===== src/rtl/dpram_stream_pkg.sv =====
// Shared definitions for the DPRAM stream reader: default geometry and FSM states.
//   DEF_DATA_W / DEF_ADDR_W / DEF_DEPTH : default RAM word width, address width, valid depth
//   state_e                             : burst sequencer states
package dpram_stream_pkg;

  localparam int unsigned DEF_DATA_W = 8;
  localparam int unsigned DEF_ADDR_W = 4;
  localparam int unsigned DEF_DEPTH  = 10;

  // Occupancy counter width of the 2-entry output buffer (0..2).
  localparam int unsigned FIFO_CNT_W = 2;

  typedef enum logic [1:0] {
    IDLE  = 2'd0,
    RUN   = 2'd1,
    DRAIN = 2'd2,
    FIN   = 2'd3
  } state_e;

endpackage


===== src/rtl/stream_skid_fifo.sv =====
// Two-entry buffer between the RAM read return and the output stream.
// Entry 0 is always the head, so head_data is a plain register output.
//   clk, rst        : clock, synchronous active-high reset
//   push, push_data : write a word (ignored when full and not popping)
//   pop             : remove the head word (ignored when empty)
//   full, empty     : registered occupancy flags
//   count           : current occupancy (0..2)
//   head_data       : word at the head of the buffer
module stream_skid_fifo
  import dpram_stream_pkg::*;
#(
  parameter int unsigned DATA_W = DEF_DATA_W
) (
  input  logic                  clk,
  input  logic                  rst,
  input  logic                  push,
  input  logic [DATA_W-1:0]     push_data,
  input  logic                  pop,
  output logic                  full,
  output logic                  empty,
  output logic [FIFO_CNT_W-1:0] count,
  output logic [DATA_W-1:0]     head_data
);

  logic [DATA_W-1:0]     e0_q, e0_d;
  logic [DATA_W-1:0]     e1_q, e1_d;
  logic [FIFO_CNT_W-1:0] cnt_q, cnt_d;
  logic                  full_q, full_d;
  logic                  empty_q, empty_d;
  logic                  do_push, do_pop;

  // Next-state: shift entry 1 into the head on pop, land pushes in the first free slot.
  always_comb begin
    e0_d    = e0_q;
    e1_d    = e1_q;
    cnt_d   = cnt_q;
    do_pop  = pop && (cnt_q != '0);
    do_push = push && ((cnt_q != FIFO_CNT_W'(2)) || do_pop);
    unique case ({do_push, do_pop})
      2'b10: begin
        if (cnt_q == '0) e0_d = push_data;
        else             e1_d = push_data;
        cnt_d = cnt_q + FIFO_CNT_W'(1);
      end
      2'b01: begin
        e0_d  = e1_q;
        cnt_d = cnt_q - FIFO_CNT_W'(1);
      end
      2'b11: begin
        if (cnt_q == FIFO_CNT_W'(1)) begin
          e0_d = push_data;
        end else begin
          e0_d = e1_q;
          e1_d = push_data;
        end
      end
      default: ;
    endcase
    full_d  = (cnt_d == FIFO_CNT_W'(2));
    empty_d = (cnt_d == '0);
  end

  always_ff @(posedge clk) begin
    if (rst) begin
      e0_q    <= '0;
      e1_q    <= '0;
      cnt_q   <= '0;
      full_q  <= 1'b0;
      empty_q <= 1'b1;
    end else begin
      e0_q    <= e0_d;
      e1_q    <= e1_d;
      cnt_q   <= cnt_d;
      full_q  <= full_d;
      empty_q <= empty_d;
    end
  end

  assign full      = full_q;
  assign empty     = empty_q;
  assign count     = cnt_q;
  assign head_data = e0_q;

endmodule


===== src/rtl/dpram_stream_reader.sv =====
// Burst reader: streams len consecutive words of a synchronous-read RAM (read
// latency 1) out on a valid/ready interface, wrapping addresses at DEPTH.
//   clk, rst            : clock, synchronous active-high reset
//   start, base, len    : burst request (accepted only when idle)
//   busy, done          : burst in progress / one-cycle completion pulse
//   rd_en, rd_addr      : RAM read port request (rd_en is combinational)
//   rd_data             : RAM read data, one cycle after rd_en
//   out_valid/ready/data: output stream
//   out_last            : final word marker, present only with DPRAM_STREAM_READER_LAST_EN
module dpram_stream_reader
  import dpram_stream_pkg::*;
#(
  parameter int unsigned DATA_W = DEF_DATA_W,
  parameter int unsigned ADDR_W = DEF_ADDR_W,
  parameter int unsigned DEPTH  = DEF_DEPTH
) (
  input  logic              clk,
  input  logic              rst,
  input  logic              start,
  input  logic [ADDR_W-1:0] base,
  input  logic [ADDR_W:0]   len,
  output logic              busy,
  output logic              done,
  output logic              rd_en,
  output logic [ADDR_W-1:0] rd_addr,
  input  logic [DATA_W-1:0] rd_data,
  output logic              out_valid,
  input  logic              out_ready,
  output logic [DATA_W-1:0] out_data
`ifdef DPRAM_STREAM_READER_LAST_EN
  ,
  output logic              out_last
`endif
);

  localparam int unsigned LEN_W = ADDR_W + 1;
  localparam logic [ADDR_W-1:0] LAST_ADDR = ADDR_W'(DEPTH - 1);
  localparam logic [ADDR_W-1:0] DEPTH_A   = ADDR_W'(DEPTH);

  state_e               state_q, state_d;
  logic [ADDR_W-1:0]    addr_q, addr_d;
  logic [LEN_W-1:0]     rem_q, rem_d;
  logic                 rv_q, rv_d;
  logic                 busy_q, busy_d;
  logic                 done_q, done_d;

  logic                  fifo_full, fifo_empty;
  logic [FIFO_CNT_W-1:0] fifo_count;
  logic [DATA_W-1:0]     fifo_head;

  logic                 out_pop_c;
  logic                 rd_en_c;
  logic [2:0]           pipe_use_c;

  stream_skid_fifo #(
    .DATA_W (DATA_W)
  ) u_fifo (
    .clk       (clk),
    .rst       (rst),
    .push      (rv_q),
    .push_data (rd_data),
    .pop       (out_pop_c),
    .full      (fifo_full),
    .empty     (fifo_empty),
    .count     (fifo_count),
    .head_data (fifo_head)
  );

  // Read credit: words that will still occupy the buffer next cycle (after this
  // cycle's pop, including the word returning now) must leave room for one more.
  always_comb begin
    out_pop_c  = !fifo_empty && out_ready;
    pipe_use_c = 3'(fifo_count) - 3'(out_pop_c) + 3'(rv_q);
    rd_en_c    = (state_q == RUN) && (rem_q != '0) && (pipe_use_c < 3'd2) &&
                 !(fifo_full && !out_pop_c);
  end

  // Burst sequencer next-state and registered status.
  always_comb begin
    state_d = state_q;
    addr_d  = addr_q;
    rem_d   = rem_q;
    rv_d    = rd_en_c;
    unique case (state_q)
      IDLE: begin
        if (start) begin
          // Out-of-range bases fold back into the valid window.
          addr_d  = (base > LAST_ADDR) ? (base - DEPTH_A) : base;
          rem_d   = len;
          state_d = (len == '0) ? FIN : RUN;
        end
      end
      RUN: begin
        if (rd_en_c) begin
          addr_d = (addr_q == LAST_ADDR) ? '0 : (addr_q + ADDR_W'(1));
          rem_d  = rem_q - LEN_W'(1);
          if (rem_q == LEN_W'(1)) state_d = DRAIN;
        end
      end
      DRAIN: begin
        if (pipe_use_c == 3'd0) state_d = FIN;
      end
      FIN: begin
        state_d = IDLE;
      end
      default: begin
        state_d = IDLE;
      end
    endcase
    busy_d = (state_d == RUN) || (state_d == DRAIN);
    done_d = (state_d == FIN);
  end

  always_ff @(posedge clk) begin
    if (rst) begin
      state_q <= IDLE;
      addr_q  <= '0;
      rem_q   <= '0;
      rv_q    <= 1'b0;
      busy_q  <= 1'b0;
      done_q  <= 1'b0;
    end else begin
      state_q <= state_d;
      addr_q  <= addr_d;
      rem_q   <= rem_d;
      rv_q    <= rv_d;
      busy_q  <= busy_d;
      done_q  <= done_d;
    end
  end

  assign busy      = busy_q;
  assign done      = done_q;
  assign rd_en     = rd_en_c;
  assign rd_addr   = addr_q;
  assign out_valid = !fifo_empty;
  assign out_data  = fifo_head;

`ifdef DPRAM_STREAM_READER_LAST_EN
  // Words still to be handed to the sink; the head is last when one remains.
  logic [LEN_W-1:0] out_rem_q, out_rem_d;

  always_comb begin
    out_rem_d = out_rem_q;
    if ((state_q == IDLE) && start) out_rem_d = len;
    else if (out_pop_c)             out_rem_d = out_rem_q - LEN_W'(1);
  end

  always_ff @(posedge clk) begin
    if (rst) out_rem_q <= '0;
    else     out_rem_q <= out_rem_d;
  end

  assign out_last = !fifo_empty && (out_rem_q == LEN_W'(1));
`endif

endmodule


===== config.mk =====
export PLATFORM = sky130hd
export DESIGN_NAME = dpram_stream_reader
export DESIGN_NICKNAME = d
export VERILOG_FILES = /design/src/rtl/dpram_stream_pkg.sv /design/src/rtl/stream_skid_fifo.sv /design/src/rtl/dpram_stream_reader.sv
export SDC_FILE = /design/constraint.sdc
export NUM_CORES = 1
export LEC_CHECK = 0
export CORE_MARGIN = 4
export CORE_UTILIZATION = 44
export CTS_BUF_LIST = sky130_fd_sc_hd__clkbuf_4 sky130_fd_sc_hd__clkbuf_8 sky130_fd_sc_hd__clkbuf_16
export DETAILED_ROUTE_END_ITERATION = 7
export HOLD_SLACK_MARGIN = 0.15
export PLACE_DENSITY = 0.7
export SYNTH_ARGS = -nofsm -noshare
export SYNTH_HDL_FRONTEND = slang
export SYNTH_HIERARCHICAL = 1
export SYNTH_SLANG_ARGS = --single-unit

===== constraint.sdc =====
create_clock -name clk -period 3.4 [get_ports clk]
set_clock_uncertainty 0.05 [all_clocks]
set_input_delay 0.34 -clock clk [delete_from_list [all_inputs] [get_ports clk]]
set_output_delay 0.34 -clock clk [all_outputs]
set_load 0.05 [all_outputs]

==> impl_metrics.yaml <==
# flow metrics
final_layout:
  final_net_count: 284
  drive_above_1_share: 0.111
  layout_top_cell: "clkdlybuf4s50_1"
  area_delta_synth_final_pct: 28.5
  final_cells: 303
critical_path:
  cp-endpoint: "rd_en"
  reg2regPathDepth: 12
synthesis:
  yosys_cells: 214
  ys_seq_frac: 0.361
  ff_type: "dfxtp_1"
  yosys.area_share.xor_xnor: 0.0139
  syn_nets: 246
  most_common_cell: "dfxtp_1"
sta:
  whs_ns: 0.426
  setup_viol: 0
  layout_setup_ws_ns: 0.234
grt:
  met1_usage: 0.207
  antenna_found_initial: 0
cts:
  root_buffer: "clkbuf_8"
power:
  leakagePower_nw: 0.973
place:
  place_ws_ns: 0.119
run_status:
  status: "completed"
floorplanning:
  io-pin-count: 37
### Floorplan with the power grid

Scale bar: 20 um. Pins as bars on the die edge.
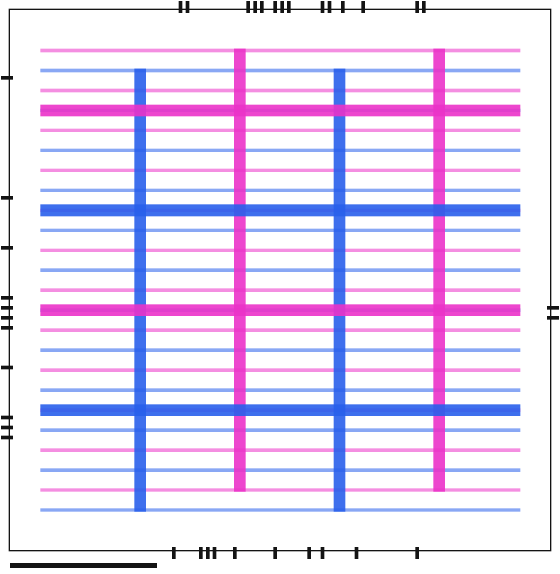
VDD -> magenta
VSS -> blue
met1 rails = 24
signal pins = 37
met4 straps = 4
met5 straps = 4
rows = 23
Core Area: 0.00409 sq mm
die height: 73.5 um
worst-case vdd ir drop: 0.276 mV
die extent in x: 73.5 um

### Cell classes on the final placement

Scale bar: 20 um.
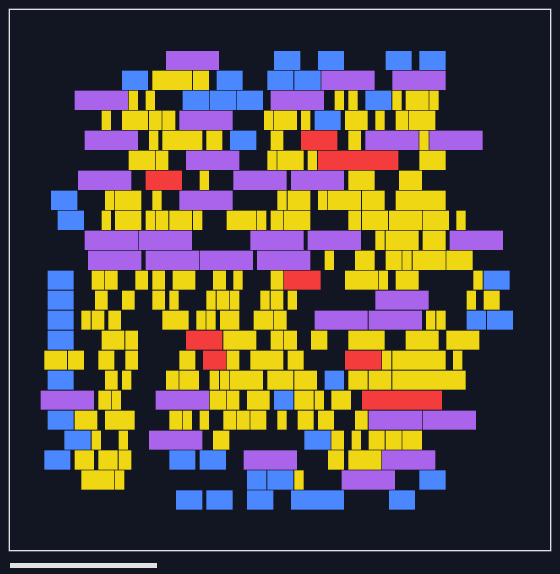
all other logic -> yellow  # cells 171, share of their area 48%
flops -> purple  # cells 34, share of their area 29%
clock drivers and dummy loads -> red  # cells 8, share of their area 5.8%
other buffers and delay cells -> blue  # cells 40, share of their area 17%

### Routed clock nets over the placement

Scale bar: 20 um.
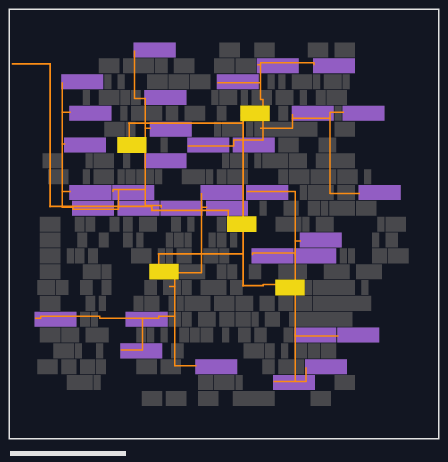
clock wires -> orange  # length 442 um
flip-flops -> purple  # count 34
cells driving clock nets -> yellow  # count 5
routed clock nets = 6

Power and IR drop assume default switching activity.
